### Track usage over the die

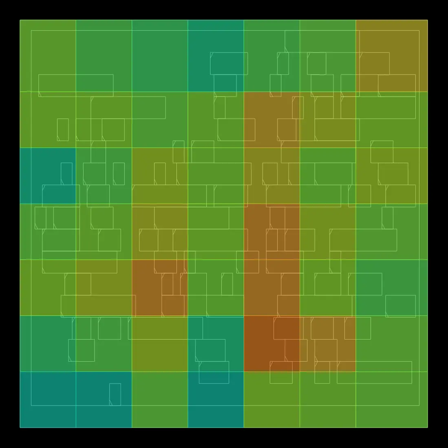
### Gate-type map

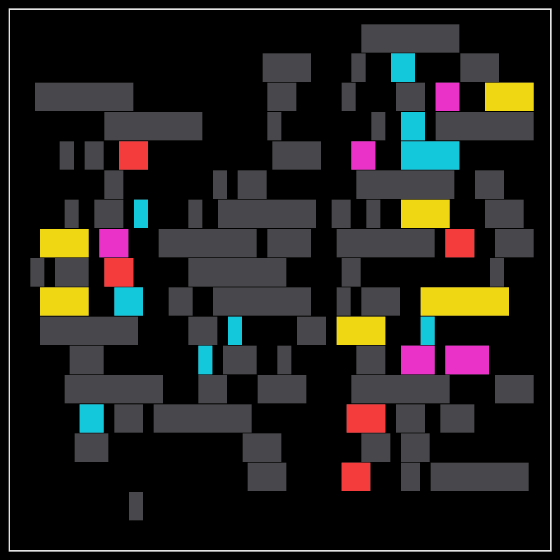
## src/rtl/vend_credit_controller_if.sv

```systemverilog
// vend_credit_controller_if: coin/refund inputs and drop/credit/busy/refund_pulse
// outputs of the vending credit controller, bundled for connection.
// The controller uses the slave modport; the coin-side driver uses master.
interface vend_credit_controller_if;
  logic [1:0] coin;
  logic       refund;
  logic       drop;
  logic [3:0] credit;
  logic       busy;
  logic       refund_pulse;

  modport master (
    output coin,
    output refund,
    input  drop,
    input  credit,
    input  busy,
    input  refund_pulse
  );

  modport slave (
    input  coin,
    input  refund,
    output drop,
    output credit,
    output busy,
    output refund_pulse
  );
endinterface

```

## src/rtl/vend_credit_controller.sv

```systemverilog
// vend_credit_controller: counts coin insertions into a saturating 4-bit credit,
// runs a DROP_CYCLES-long drop pulse whenever credit covers PRICE, and deducts it.
// Optional feature macro: REFUND_EN builds the REFUND state, which returns the
// remaining credit as one refund_pulse per unit. Without it, refund is ignored,
// refund_pulse stays 0 and busy follows drop.
module vend_credit_controller #(
  parameter int unsigned PRICE       = 4,
  parameter int unsigned DROP_CYCLES = 4
) (
  input logic                     clock,
  input logic                     reset_L,
  vend_credit_controller_if.slave bus
);

  localparam logic [3:0] PRICE_V     = 4'(PRICE);
  localparam logic [3:0] DROP_CNT_V  = 4'(DROP_CYCLES);

  localparam logic [1:0] ST_IDLE   = 2'd0;
  localparam logic [1:0] ST_DROP   = 2'd1;
`ifdef REFUND_EN
  localparam logic [1:0] ST_REFUND = 2'd2;
`endif

  // Credit units carried by each coin code.
  function automatic logic [4:0] coin_value(input logic [1:0] code);
    logic [4:0] v;
    case (code)
      2'b01:   v = 5'd1;
      2'b10:   v = 5'd3;
      2'b11:   v = 5'd5;
      default: v = 5'd0;
    endcase
    return v;
  endfunction

  logic [1:0] state_r;
  logic [1:0] state_nxt_s;
  logic [3:0] credit_r;
  logic [3:0] credit_nxt_s;
  logic [3:0] credit_sum_s;
  logic [4:0] raw_sum_s;
  logic [4:0] add_s;
  logic [3:0] drop_cnt_r;
  logic [3:0] drop_cnt_nxt_s;
  logic [1:0] coin_q_r;
  logic       coin_armed_r;
  logic       coin_evt_s;
  logic       prev_drop_r;
  logic       drop_r;
  logic       busy_r;
  logic       busy_nxt_s;
  logic       refund_pulse_r;
  logic       pulse_nxt_s;

`ifndef REFUND_EN
  logic unused_refund_s;
  assign unused_refund_s = bus.refund;
`endif

  // Coin edge detect, saturating add and next-state selection.
  always_comb begin
    // A code held through reset is only counted after it has returned to 00.
    coin_evt_s = (bus.coin != 2'b00) && (coin_q_r == 2'b00) && coin_armed_r;
    if (coin_evt_s) begin
      add_s = coin_value(bus.coin);
    end else begin
      add_s = 5'd0;
    end
    raw_sum_s = {1'b0, credit_r} + add_s;
    if (raw_sum_s > 5'd15) begin
      credit_sum_s = 4'd15;
    end else begin
      credit_sum_s = raw_sum_s[3:0];
    end

    state_nxt_s    = state_r;
    credit_nxt_s   = credit_r;
    drop_cnt_nxt_s = drop_cnt_r;
    pulse_nxt_s    = 1'b0;

    case (state_r)
      ST_IDLE: begin
        // prev_drop_r guarantees one low cycle between consecutive drops.
        if ((credit_r >= PRICE_V) && !prev_drop_r) begin
          state_nxt_s    = ST_DROP;
          credit_nxt_s   = credit_sum_s - PRICE_V;
          drop_cnt_nxt_s = DROP_CNT_V;
        end
`ifdef REFUND_EN
        else if (bus.refund && (credit_r != 4'd0)) begin
          // First pulse appears in the first REFUND cycle.
          state_nxt_s = ST_REFUND;
          pulse_nxt_s = 1'b1;
        end
`endif
        else begin
          credit_nxt_s = credit_sum_s;
        end
      end
      ST_DROP: begin
        credit_nxt_s = credit_sum_s;
        if (drop_cnt_r == 4'd1) begin
          state_nxt_s    = ST_IDLE;
          drop_cnt_nxt_s = 4'd0;
        end else begin
          drop_cnt_nxt_s = drop_cnt_r - 4'd1;
        end
      end
`ifdef REFUND_EN
      ST_REFUND: begin
        // Coins are ignored here; each pulse cycle removes one unit.
        if (refund_pulse_r) begin
          credit_nxt_s = credit_r - 4'd1;
        end else if (credit_r == 4'd0) begin
          state_nxt_s = ST_IDLE;
        end else begin
          pulse_nxt_s = 1'b1;
        end
      end
`endif
      default: begin
        state_nxt_s    = ST_IDLE;
        credit_nxt_s   = 4'd0;
        drop_cnt_nxt_s = 4'd0;
      end
    endcase

`ifdef REFUND_EN
    busy_nxt_s = (state_nxt_s != ST_IDLE);
`else
    busy_nxt_s = (state_nxt_s == ST_DROP);
`endif
  end

  // State, credit, coin history and registered outputs.
  always_ff @(posedge clock or negedge reset_L) begin
    if (!reset_L) begin
      state_r        <= ST_IDLE;
      credit_r       <= 4'd0;
      drop_cnt_r     <= 4'd0;
      coin_q_r       <= 2'b00;
      coin_armed_r   <= 1'b0;
      prev_drop_r    <= 1'b0;
      drop_r         <= 1'b0;
      busy_r         <= 1'b0;
      refund_pulse_r <= 1'b0;
    end else begin
      state_r        <= state_nxt_s;
      credit_r       <= credit_nxt_s;
      drop_cnt_r     <= drop_cnt_nxt_s;
      coin_q_r       <= bus.coin;
      coin_armed_r   <= coin_armed_r | (bus.coin == 2'b00);
      prev_drop_r    <= (state_r == ST_DROP);
      drop_r         <= (state_nxt_s == ST_DROP);
      busy_r         <= busy_nxt_s;
      refund_pulse_r <= pulse_nxt_s;
    end
  end

  assign bus.drop         = drop_r;
  assign bus.credit       = credit_r;
  assign bus.busy         = busy_r;
  assign bus.refund_pulse = refund_pulse_r;

endmodule
```

## src/flat_wrapper.sv

```systemverilog
// flat-port wrapper written by rule: the top's interface ports become plain ports
module vend_credit_controller_flat 
#(
  parameter int unsigned PRICE       = 4,
  parameter int unsigned DROP_CYCLES = 4
)
  (clock, reset_L, bus_coin, bus_refund, bus_drop, bus_credit, bus_busy, bus_refund_pulse);
  vend_credit_controller_if bus_i ();
  input logic clock;
  input logic reset_L;
  input wire logic [$bits(bus_i.coin)-1:0] bus_coin;
  input wire logic [$bits(bus_i.refund)-1:0] bus_refund;
  output wire logic [$bits(bus_i.drop)-1:0] bus_drop;
  output wire logic [$bits(bus_i.credit)-1:0] bus_credit;
  output wire logic [$bits(bus_i.busy)-1:0] bus_busy;
  output wire logic [$bits(bus_i.refund_pulse)-1:0] bus_refund_pulse;
  assign bus_i.coin = bus_coin;
  assign bus_i.refund = bus_refund;
  assign bus_drop = bus_i.drop;
  assign bus_credit = bus_i.credit;
  assign bus_busy = bus_i.busy;
  assign bus_refund_pulse = bus_i.refund_pulse;
  vend_credit_controller #(.PRICE(PRICE), .DROP_CYCLES(DROP_CYCLES)) u_core (.clock(clock), .reset_L(reset_L), .bus(bus_i));
endmodule
```

## config.mk

```make
export PLATFORM = sky130hd
export DESIGN_NAME = vend_credit_controller_flat
export DESIGN_NICKNAME = d
export VERILOG_FILES = /design/src/rtl/vend_credit_controller_if.sv /design/src/rtl/vend_credit_controller.sv /design/src/flat_wrapper.sv
export SDC_FILE = /design/constraint.sdc
export NUM_CORES = 1
export LEC_CHECK = 0
export CELL_PAD_IN_SITES_DETAIL_PLACEMENT = 1
export CELL_PAD_IN_SITES_GLOBAL_PLACEMENT = 2
export CORE_MARGIN = 1
export CORE_UTILIZATION = 33
export CTS_CLUSTER_SIZE = 10
export DETAILED_ROUTE_END_ITERATION = 10
export PLACE_DENSITY = 0.87
export RECOVER_POWER = 25
export SLEW_MARGIN = 20
export SYNTH_ARGS = -nofsm -noshare
export SYNTH_HDL_FRONTEND = slang
export SYNTH_SLANG_ARGS = --single-unit
```

## constraint.sdc

```tcl
create_clock -name clock -period 2.8 [get_ports clock]
set_clock_uncertainty 0.15 [all_clocks]
set_input_delay 0.56 -clock clock [delete_from_list [all_inputs] [get_ports clock]]
set_output_delay 0.56 -clock clock [all_outputs]
set_load 0.05 [all_outputs]
```

==> impl_metrics.yaml <==
# implementation run metrics
power:
  swShare: 0.427
  power.density_cell_area_nw_per_um2: 897
  power.share.sequential: 0.378
  comb_power_uw: 421
  p_int_uw: 501
  power_leakage_uw: 0.000484
  vdd_ir_drop_max_v: 0.000464
  dominant_power_group: "combinational cells"
  share_comb_of_total_power: 0.481
  power.share.clock: 0.140
  power_clock_uw: 123
  design_power_total_uw: 875
  net-switching-power_uw: 374
  pg_seq_uw: 331
synthesis:
  post_synth_ao_oa_area_fraction: 0.184
  ys_chip_area_um2: 768
  ys_seq_elements: 15
  async_set_or_reset_flop_fraction_in_the_synthesized_netlist: 1.00
  synth-warning-count: 0
  synth_simple_gate_area_share: 0.142
  synth_area_um2: 768
  synthTopCellsByCount: "15 x sky130_fd_sc_hd__dfrtp_1, 6 x sky130_fd_sc_hd__nor2_1, 5 x sky130_fd_sc_hd__ha_1, 5 x sky130_fd_sc_hd__inv_1"
  postSynth.topFlopCell: "sky130_fd_sc_hd__dfrtp_1"
  synth-seq-area-share: 0.489
  yosys.area_share.adder: 0.107
  synthCells: 71
  ys_sh_xor: 0.0228
  synth.top_cells.by_area: "sky130_fd_sc_hd__dfrtp_1 49%, sky130_fd_sc_hd__ha_1 8.1%, sky130_fd_sc_hd__a21o_1 3.9%, sky130_fd_sc_hd__nor2_1 2.9%, sky130_fd_sc_hd__o31ai_1 2.9%"
  edff_count_synth: 0
  mean_syn_cell_area_um2: 10.8
  yosys_cells: 71
  post-synth-top-area-cell: "sky130_fd_sc_hd__dfrtp_1"
  synth_dominant_cell_count: "sky130_fd_sc_hd__dfrtp_1"
  netlist-cell-type-count: 31
  ys_sh_mux: 0
  netlist.area_leader.share: 0.489
  dominant_combinational_cell_family_by_area_after_synthesis: "AND-OR/OR-AND gates"
route:
  wl_met1_um: 659
  detailroute.wirelength.met3_um: 39
  routed-wl-met2_um: 830
  via_count: 577
  routed_via_density: 4.93
  drt-initial-drc-count: 3
  detail_route.drc_violations: 0
  first_pass_iters: 2
  highest_routed_layer: "met4"
  route.final.wire_length_um: 1540
  postRouteAntennaNets: 0
floorplanning:
  number_of_rows_in_the_core_area: 17
  tap_cells: 28
  die_area_um2: 2530
  ios: 12
  die_w_um: 50.3
  fp_util: 0.347
  coreArea_um2: 2210
  die_y_um: 50.3
cells_and_area:
  fill_cells: 262
  register_area_um2: 375
  non_clock_buffer_count: 16
  final_cell_mix: "15 x sky130_fd_sc_hd__dfrtp_1, 6 x sky130_fd_sc_hd__clkdlybuf4s50_1, 5 x sky130_fd_sc_hd__inv_1, 5 x sky130_fd_sc_hd__ha_1, 5 x sky130_fd_sc_hd__buf_4"
  stdcell_area_um2: 976
  layout.non_clock_inverters: 5
  ff_count: 15
  logic_gates: 49
  insertedDiodeCount: 0
  nClkBuffers: 4
  clk_share: 0.0269
  seq_share: 0.385
  design.final.nets: 101
  multi_input_comb_area_um2: 380
  layout.buffer.nonclock.area_share: 0.144
  synth_to_layout_area_growth_pct: 27.0
  layout.area.top_class: "multi-input combinational cells"
  final_layout_size_suffix_gt1_frac: 0.202
cts:
  clk_path_buf_depth: 2
  cts_tree: "built"
  tritoncts.num_buffers: 3
  htree_num_levels: 1
  cts_hold_buf: 0
  cts.repair.resized: 2
  cts_num_sinks: 15
  clk_root_buffer_cell: "sky130_fd_sc_hd__clkbuf_4"
  post_cts.repair.setup_buffers: 0
  cts.clk_slew.worst_paths_ns: 0.09
  worst_skew_pair.late_latency_ns: 0.28
placement:
  dpl.cell_count: 113
  port_buffers: 9
  dpl.hpwl_um: 1220
  post_detailed_placement_cell_area_um2: 930
  place_congestion: 0.726
  pre_cts_ws_ns: -0.338
worst_setup_path:
  setup.worst_path.class: "in -> reg"
  critPathMaxStageDelay_ns: 0.38
  worst_path_most_repeated_cell: "sky130_fd_sc_hd__buf_4"
  worst_r2r_end: "u_core.bus.credit[3]"
  crit_slowest_cell: "sky130_fd_sc_hd__or3_4"
  r2r-start: "u_core.coin_q_r[1]"
  crit_arrival_ns: 2.50
  reg2reg_setup_slack_ns: 0.44
  rr_worst_depth: 9
  worstSetupEndpoint: "u_core.bus.credit[3]"
  worstPathBufferInverterCount: 4
  critical_path_depth: 13
  startpoint: "bus_coin[0]"
  path_cells: "dlymetal6s2s_1 > nor2_2 > nor4b_2 > buf_4 > nand2_1 > nor2_2 > buf_4 > fa_2 > buf_4 > nand3b_1 > a211oi_2 > or3_4 > a21oi_2"
  critical_path.top_delay_family: "simple AND/OR/NAND/NOR gates"
  timing.critical_path.to_type: "flip-flop"
  kind_of_start_point_of_the_critical_path: "primary input"
  largest_fanout_on_the_critical_path: 3
  required_ns: 2.86
run_status:
  status: "complete, no violations"
global_routing:
  grt_pass1_wl_um: 2750
  grt_use_met1: 0.165
  met3_routing_resource_usage_after_global_routing: 0.0394
  grt-ovfl-total: 0
  grt_pass1_vias: 613
  grt_antenna_before_repair: 0
  largest_net_degree_at_the_start_of_global_routing: 16
  gr-max-usage-layer: "met2"
final_timing:
  hold_slack_ns: 0.324
  setup_total_negative_slack_ns: 0
  finalSetupViolations: 0
  worst_slack_ns: 0.361
  rsz0062_at_grt: "no"
  final_min_period_over_clock_period: 0.871
  maxSlewViolCount: 0
  fmax_mhz: 410
  final.min_clock_period_ns: 2.44
  final_hold_viol_count: 0
  timing.max_slew.rel_slack: 0.543
  worst_slew_pin_slew_ns: 0.684
hold_path:
  timing.hold.worst_path_depth: 1
  min_from: "u_core.coin_armed_r"
  worstHoldPathType: "reg -> reg"
  hold_end: "u_core.coin_armed_r"
flow_run:
  max-cap-violations: 0
  openroad.warnings: 28
Notes on 'Track usage over the die' above:
All-Layer GR Usage: 0.149
GRT met2 Usage: 0.253
Wirelength per Cell: 13.1 um
share of the core filled with cells: 0.441

Notes on 'Gate-type map' above:
cyan -> NOR gates  # cells 9
yellow -> adder and majority cells  # cells 6
magenta -> AND and OR gates  # cells 5
red -> AND-OR and OR-AND gates  # cells 5
fin cells: 117
share of the final layout cell area in multi-input gates: 0.390
most frequent logic cell in the layout: sky130_fd_sc_hd__dfrtp_1

Power and IR drop assume default switching activity.
